## config.mk

```make
export PLATFORM = sky130hd
export DESIGN_NAME = fetch_buffer
export DESIGN_NICKNAME = d
export VERILOG_FILES = /design/src/rtl/cpu_types_pkg.sv /design/src/rtl/fetch_if.sv /design/src/rtl/sync_fifo.sv /design/src/rtl/fetch_buffer.sv
export SDC_FILE = /design/constraint.sdc
export NUM_CORES = 1
export LEC_CHECK = 0
export CELL_PAD_IN_SITES_DETAIL_PLACEMENT = 0
export CELL_PAD_IN_SITES_GLOBAL_PLACEMENT = 1
export CORE_UTILIZATION = 35
export CTS_BUF_LIST = sky130_fd_sc_hd__clkbuf_4
export DETAILED_ROUTE_END_ITERATION = 16
export PLACE_DENSITY_LB_ADDON = 0.1
export SYNTH_ARGS = -nofsm -noshare
export SYNTH_HDL_FRONTEND = slang
export SYNTH_SLANG_ARGS = --single-unit
```

## constraint.sdc

```tcl
create_clock -name CLK -period 6.4 [get_ports CLK]
set_input_delay 0.96 -clock CLK [delete_from_list [all_inputs] [get_ports CLK]]
set_output_delay 0.96 -clock CLK [all_outputs]
set_load 0.03 [all_outputs]
```

## src/rtl/cpu_types_pkg.sv

```systemverilog
// Shared CPU types: machine word, fetch FSM states and the fetch FIFO entry.
package cpu_types_pkg;

    typedef logic [31:0] word_t;

    typedef enum logic [1:0] {
        RUN,
        FULL,
        RECOVER
    } fetch_state_t;

    typedef struct packed {
        word_t instr;
        word_t pc4;
    } fetch_entry_t;

endpackage

```

## src/rtl/fetch_if.sv

```systemverilog
// Decode-side handshake of the fetch buffer: head entry plus valid/ready.
interface fetch_if;
    import cpu_types_pkg::*;

    logic  dec_valid;
    logic  dec_ready;
    word_t dec_instr;
    word_t dec_pc4;

    modport fb  (output dec_valid, output dec_instr, output dec_pc4, input dec_ready);
    modport dec (input dec_valid, input dec_instr, input dec_pc4, output dec_ready);
endinterface

```

## src/rtl/sync_fifo.sv

```systemverilog
// Power-of-two synchronous FIFO with flush; head data is read combinationally.
module sync_fifo #(
    parameter int  DEPTH = 2,
    parameter type T     = logic [63:0]
) (
    input  logic                   i_clk,
    input  logic                   i_rst,
    input  logic                   i_push,
    input  logic                   i_pop,
    input  logic                   i_flush,
    input  T                       i_wdata,
    output T                       o_rdata,
    output logic [$clog2(DEPTH):0] o_count,
    output logic                   o_full,
    output logic                   o_empty
);
    localparam int PW = $clog2(DEPTH);
    localparam int CW = PW + 1;

    T               r_mem [DEPTH];
    logic [PW-1:0]  r_head;
    logic [PW-1:0]  r_tail;
    logic [CW-1:0]  r_count;

    // Pointers wrap naturally because DEPTH is a power of two.
    always_ff @(posedge i_clk) begin
        if (i_rst || i_flush) begin
            r_head  <= '0;
            r_tail  <= '0;
            r_count <= '0;
        end else begin
            if (i_push) r_tail <= r_tail + PW'(1);
            if (i_pop)  r_head <= r_head + PW'(1);
            unique case ({i_push, i_pop})
                2'b10:   r_count <= r_count + CW'(1);
                2'b01:   r_count <= r_count - CW'(1);
                default: r_count <= r_count;
            endcase
        end
    end

    always_ff @(posedge i_clk) begin
        if (i_push) r_mem[r_tail] <= i_wdata;
    end

    assign o_rdata = r_mem[r_head];
    assign o_count = r_count;
    assign o_full  = (r_count == CW'(DEPTH));
    assign o_empty = (r_count == '0);
endmodule

```

## src/rtl/fetch_buffer.sv

```systemverilog
// Fetch stage: requests the current PC from the I-cache, queues {instr, pc+4}
// for decode and throttles the PC via pc_en; a flush discards all fetched state.
module fetch_buffer
    import cpu_types_pkg::*;
#(
    parameter int DEPTH          = 2,
    parameter int RECOVER_CYCLES = 1
) (
    input  logic  CLK,
    input  logic  RST,
    input  word_t imemaddr,
    input  word_t pc_plus_4,
    output logic  pc_en,
    output logic  iREN,
    output word_t iaddr,
    input  logic  ihit,
    input  word_t iload,
    input  logic  flush,
    input  logic  dec_ready,
    output logic  dec_valid,
    output word_t dec_instr,
    output word_t dec_pc4
);
    localparam int CW  = $clog2(DEPTH) + 1;
    localparam int RCW = $clog2(RECOVER_CYCLES + 1);

    fetch_state_t   r_state, w_state_nxt;
    logic [RCW-1:0] r_rec_cnt, w_rec_nxt;
    logic           r_rst_q;

    logic           w_blank, w_ren, w_push, w_pop, w_valid, w_full, w_empty;
    logic [CW-1:0]  w_count;
    fetch_entry_t   w_head, w_wdata;

    fetch_if u_dec_if ();

    // Outputs stay quiet while reset is sampled and for one cycle after.
    assign w_blank = RST | r_rst_q;
    assign w_ren   = (r_state == RUN) & ~w_full & ~w_blank;
    assign w_push  = w_ren & ihit & ~flush;
    assign w_valid = ~w_empty & ~w_blank;
    assign w_pop   = w_valid & u_dec_if.dec_ready & ~flush;
    assign w_wdata = '{instr: iload, pc4: pc_plus_4};

    sync_fifo #(
        .DEPTH (DEPTH),
        .T     (fetch_entry_t)
    ) u_fifo (
        .i_clk   (CLK),
        .i_rst   (RST),
        .i_push  (w_push),
        .i_pop   (w_pop),
        .i_flush (flush),
        .i_wdata (w_wdata),
        .o_rdata (w_head),
        .o_count (w_count),
        .o_full  (w_full),
        .o_empty (w_empty)
    );

    always_ff @(posedge CLK) begin
        r_rst_q <= RST;
        if (RST) begin
            r_state   <= RUN;
            r_rec_cnt <= '0;
        end else begin
            r_state   <= w_state_nxt;
            r_rec_cnt <= w_rec_nxt;
        end
    end

    always_comb begin
        w_state_nxt = r_state;
        w_rec_nxt   = r_rec_cnt;
        unique case (r_state)
            RUN:     if (w_push && !w_pop && (w_count == CW'(DEPTH - 1))) w_state_nxt = FULL;
            FULL:    if (w_pop) w_state_nxt = RUN;
            RECOVER: begin
                w_rec_nxt = r_rec_cnt - RCW'(1);
                if (r_rec_cnt <= RCW'(1)) w_state_nxt = RUN;
            end
            default: w_state_nxt = RUN;
        endcase
        if (flush) begin
            w_state_nxt = RECOVER;
            w_rec_nxt   = RCW'(RECOVER_CYCLES);
        end
    end

    assign u_dec_if.dec_ready = dec_ready;
    assign u_dec_if.dec_valid = w_valid;
    assign u_dec_if.dec_instr = w_valid ? w_head.instr : '0;
    assign u_dec_if.dec_pc4   = w_valid ? w_head.pc4   : '0;

    assign dec_valid = u_dec_if.dec_valid;
    assign dec_instr = u_dec_if.dec_instr;
    assign dec_pc4   = u_dec_if.dec_pc4;
    assign iREN      = w_ren;
    assign iaddr     = imemaddr;
    assign pc_en     = ~w_blank & (w_push | flush);

    a_count_range: assert property (@(posedge CLK) disable iff (RST) w_count <= CW'(DEPTH));
    a_no_ovf:      assert property (@(posedge CLK) disable iff (RST) !(w_push && w_full));
    a_no_udf:      assert property (@(posedge CLK) disable iff (RST) !(w_pop && w_empty));
endmodule

```

Figure 1. Placed standard cells.
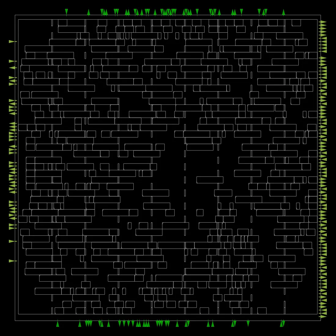
cell row count: 45
final standard cell count with taps included and fillers excluded: 655
fraction of standard cell area that is sequential: 56.9%

Figure 2. Routed clock nets over the placement.
Bar = 50 um.
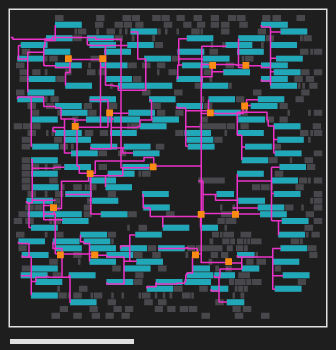
- magenta: clock wires (length 1600 um)
- orange: clock drivers (count 17)
- cyan: flip-flops (count 136)
- flops lie: spread over the die
- routed clock nets: 18
later-pin clock latency in the skew report: 0.51 ns
Clk network pwr share: 34.5%
post-route clock skew: 0.0134 ns
clock network power: 0.555 mW

==> deck_impl_summary.md <==
Synthesis and Place & Route Summary

Status
  • Status: completed

STA
  • Total Negative Setup Slacks: 0 ns
  • Max Clk Rate: 213 MHz
  • RSZ-0062 raised after global routing: false
  • Transition time at the pin with the least slew margin: 0.944 ns
  • Worst relative slew slack: 37.1%
  • Period utilization: 73.3%
  • Min cycle time layout: 4.69 ns
  • Smallest hold slack: 0.495 ns
  • Endpoints failing setup: 0
  • Final Hold Viols: 0
  • Number of max-slew violations in the final report: 0
  • Post-layout worst setup margin: 1.71 ns

Worst setup path
  • Slowest cell delay on critical path: 0.78 ns
  • Crit path top cell by count: sky130_fd_sc_hd__clkdlybuf4s50_1
  • Start-to-end type of the worst setup path: in -> out
  • Slack of the worst reg-to-reg path: 3.57 ns
  • Critical path buffer and inverter count: 3
  • Endpoint kind of the worst setup timing path: primary output
  • Number of cells on the worst reg-to-reg path: 6
  • List of cells traversed by the critical path: clkdlybuf4s50_1 > or3_2 > buf_4 > nor2_1 > clkdlybuf4s50_1
  • Required @ worst endpoint: 5.44 ns
  • Worst setup SP type: input port
  • CP max-delay cell: sky130_fd_sc_hd__or3_2
  • RR Startpoint: u_fifo.o_count[0]
  • Worst flop-to-flop path endpoint: u_fifo.r_mem[0][31]
  • Family with the most delay on the worst path: buffers and inverters
  • Crit Path Max Fanout: 43
  • Worst endpoint data arrival time: 3.73 ns

Logic synthesis
  • Number of storage elements in the synthesis netlist: 136
  • Top logic family: multiplexers
  • Syn Inst Count: 350
  • Multiplexer fraction of the synthesized cell area: 11.7%
  • Share of the synthesized netlist area taken by xor and xnor gates: 0.481%
  • Synth Seq Share: 73.2%
  • Post-synthesis area per instance: 15.6 sq um
  • Synthesized-area fraction occupied by and/or/nand/nor cells: 6.39%
  • Fraction of the mapped netlist area in adder cells: 1.14%
  • Yosys stat cell total: 350
  • Share of the synthesized area in the top cell type: 70.3%
  • Net count after synthesis: 456
  • Leading cell types by total area after synthesis: sky130_fd_sc_hd__edfxtp_1, sky130_fd_sc_hd__mux2i_1, sky130_fd_sc_hd__nor2_1
  • Post-Synthesis Cell Area: 5470 sq um
  • Yosys stat area: 5470 sq um
  • Unique cell type count in the Yosys netlist: 28
  • Synth warn: 0
  • Compound-Gate Fraction of Synth Area: 0.824%
  • Top cell type by total area after synthesis: sky130_fd_sc_hd__edfxtp_1

Detailed routing
  • Final WL: 10700 um
  • Number of iterations in the first detailed-routing pass: 4
  • Average vias per placed instance: 4.63
  • Count of vias placed by the detailed router: 3034
  • Residual antenna-violating net count after detailed routing: 0
  • Routed wire length per instance: 16.3 um
  • Remaining design rule violation count: 0
  • First DRT Iteration DRCs: 162

Global routing
  • Wire length of the first global-routing pass: 16400 um
  • Met2 Track Usage GR: 22.4%
  • Met3 Track Usage GR: 5.74%
  • Via count of the first global-routing pass: 3132
  • Met1 GRT Util: 15.7%
  • Global route total overflow: 0
  • Number of antenna violations at the first check in global routing: 0
  • Maximum number of pins on one net before global-route repair: 65
  • Most congested layer reported by global routing: met2
  • Combined global-route utilization of all metal layers: 13.9%

Worst hold path
  • Origin of the worst min-delay path: r_state[1]
  • Type of the worst min-delay path: reg -> reg
  • Terminating pin of the worst hold path: r_state[0]
  • Count of cells along the worst hold path: 1

CTS
  • Post-cts resize count: 0
  • CTS buffer count: 17
  • H-Tree Depth: 4
  • Root buffer cell: sky130_fd_sc_hd__clkbuf_4
  • Clock sink count: 136
  • Buffer levels on the longest clock path: 2
  • Post-CTS setup buffer count: 0
  • Clock transition at the register clock pins on the worst setup and hold paths after CTS: 0.10 ns
  • Post-cts hold-fix buffer tally: 0
  • TritonCTS clock tree: yes

Place
  • Post-place setup slack: 1.69 ns
  • Weighted congestion at the end of routability-driven global placement: 0.716
  • Count of port buffers added during placement: 135
  • Placed wire-length estimate after detailed placement: 6440 um

Cells and area
  • Layout cell share with drive strength beyond 1: 8.35%
  • Signed area change from the synthesized netlist to the final layout: 28.8%
  • Number of filler instances in the final layout: 1392
  • Final Net Count: 564
  • Antenna Cells: 0

Floorplanning
  • Core Box Area: 15200 sq um
  • DIE HEIGHT: 127 um
  • Floorplan utilization: 36.0%
  • Die outline width: 127 um
  • Area enclosed by the die boundary: 16100 sq um
  • Number of I/O pins: 200

Job
  • Tool Warnings: 29
  • Max-cap violation count: 0

Pwr
  • Pwr Density: 229 nW/um^2
  • Worst supply voltage drop on vdd: 107 uV
  • Total leakage power: 2.19 nW
Figure 3. Sequential cells grouped by signal name.
Bar = 50 um. Other sequential cells in the stronger gray, the rest of the logic in the fainter gray.
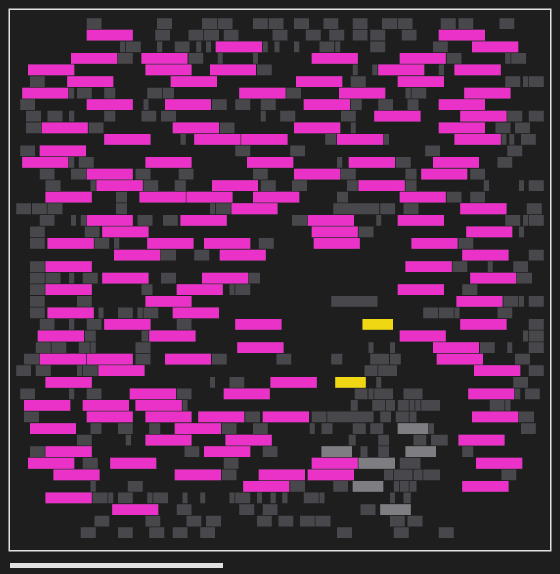
- yellow: u_fifo.o_count (sequential cells 2)
- magenta: u_fifo.r_mem (sequential cells 128; where spread over the die)

==> through the flow <==
stage	utilization (%)	cell area (sq um)	instances	total power, mW
floorplan	-	5470	350	1.06
global placement	44.6	6770	627	1.07
detailed placement	44.6	6770	627	1.08
CTS	46.3	7040	655	1.64
global route	46.3	7040	655	1.67
finish	46.3	7040	655	1.61
==> report_power, final <==
group	switching (mW)	internal [mW]
Combinational	0.0280	0.0457
Sequential	0.00235	0.979
Clock	0.273	0.282
==> layout make-up <==
| type | count | area, sq um | share of cell area (%) |
|---|---|---|---|
| inverter | 6 | 22.5 | 0.320 |
| clock inverter | 6 | 103 | 1.46 |
| timing repair buffer | 138 | 1370 | 19.5 |
| multi-input combinational | 159 | 1130 | 16.1 |
| clock buffer | 22 | 165 | 2.35 |
| sequential | 136 | 4010 | 56.9 |
| tap | 188 | 235 | 3.34 |
==> routing by layer <==
metal  share of wire (%)  vias to the layer above
li1                    -                     1454
met5                   0                        -
met4                 2.7                        0
met3                 7.5                       42
met1                  41                     1443
met2                  48                       95
==> synth_stat cells, drive strengths merged <==
library cell and count:
a2111oi 2, a211oi 1, a21oi 1, and2 1, buf 43, clkbuf 6
dfxtp 8, edfxtp 128, ha 5, inv 6, mux2i 64, nand2b 1
nand3b 1, nor2 68, nor3 3, nor4 1, nor4b 1, o21ai 2
or2 1, or3 3, or4b 1, xnor2 1, xor2 2
==> flip-flops by register name, indices dropped and copies added, names as in the netlist, named ones only <==
| register | cells |
|---|---|
| u_fifo.r_head | 1 |
| u_fifo.o_count | 2 |
| r_rst_q | 1 |
| r_state | 2 |
| u_fifo.r_tail | 1 |
| u_fifo.r_mem | 128 |
==> worst reg2reg max path, delay by kind of cell (launching register included) <==
family	cells	cell delay, ns
AND/OR/NAND/NOR	3	1.04
adder cells (fa/ha/maj)	1	0.22
buffers and inverters	2	0.74
flip-flops	1	0.38
==> cell families after synthesis <==
| kind of cell | count (synthesis) |
|---|---|
| xor+xnor | 3 |
| flops | 136 |
| compound gates | 6 |
| buf+inv | 55 |
| fa+ha+maj | 5 |
| mux | 64 |
| simple gates | 81 |
==> how the worst max path moves through the flow <==
stage / start / endpoint / slack, ns / depth (start not counted)
final: RST / dec_instr[28] / 1.71 / 5
after global routing: RST / dec_instr[28] / 1.55 / 5
after CTS: RST / dec_instr[28] / 1.68 / 5
after detailed placement: RST / dec_instr[28] / 1.69 / 5
after global placement: RST / dec_instr[28] / 1.70 / 5
after floorplan: RST / u_fifo.r_mem[0][0] / 1.40 / 4
==> cell usage in the layout, fill, tap and decap left out, drive strengths merged <==
cell	Yosys	routed
ha	5	5
clkinv	0	3
nand2b	1	1
or4b	1	1
a211oi	1	1
nand3b	1	1
xnor2	1	1
buf	43	3
mux2i	64	64
nor2	68	68
nor4b	1	1
xor2	2	2
edfxtp	128	128
bufinv	0	3
clkbuf	6	22
inv	6	6
dfxtp	8	8
nor3	3	3
o21ai	2	2
or2	1	1
or3	3	3
and2	1	1
clkdlybuf4s50	0	135
nor4	1	1
a21oi	1	1
a2111oi	2	2
Power and IR drop assume default switching activity.
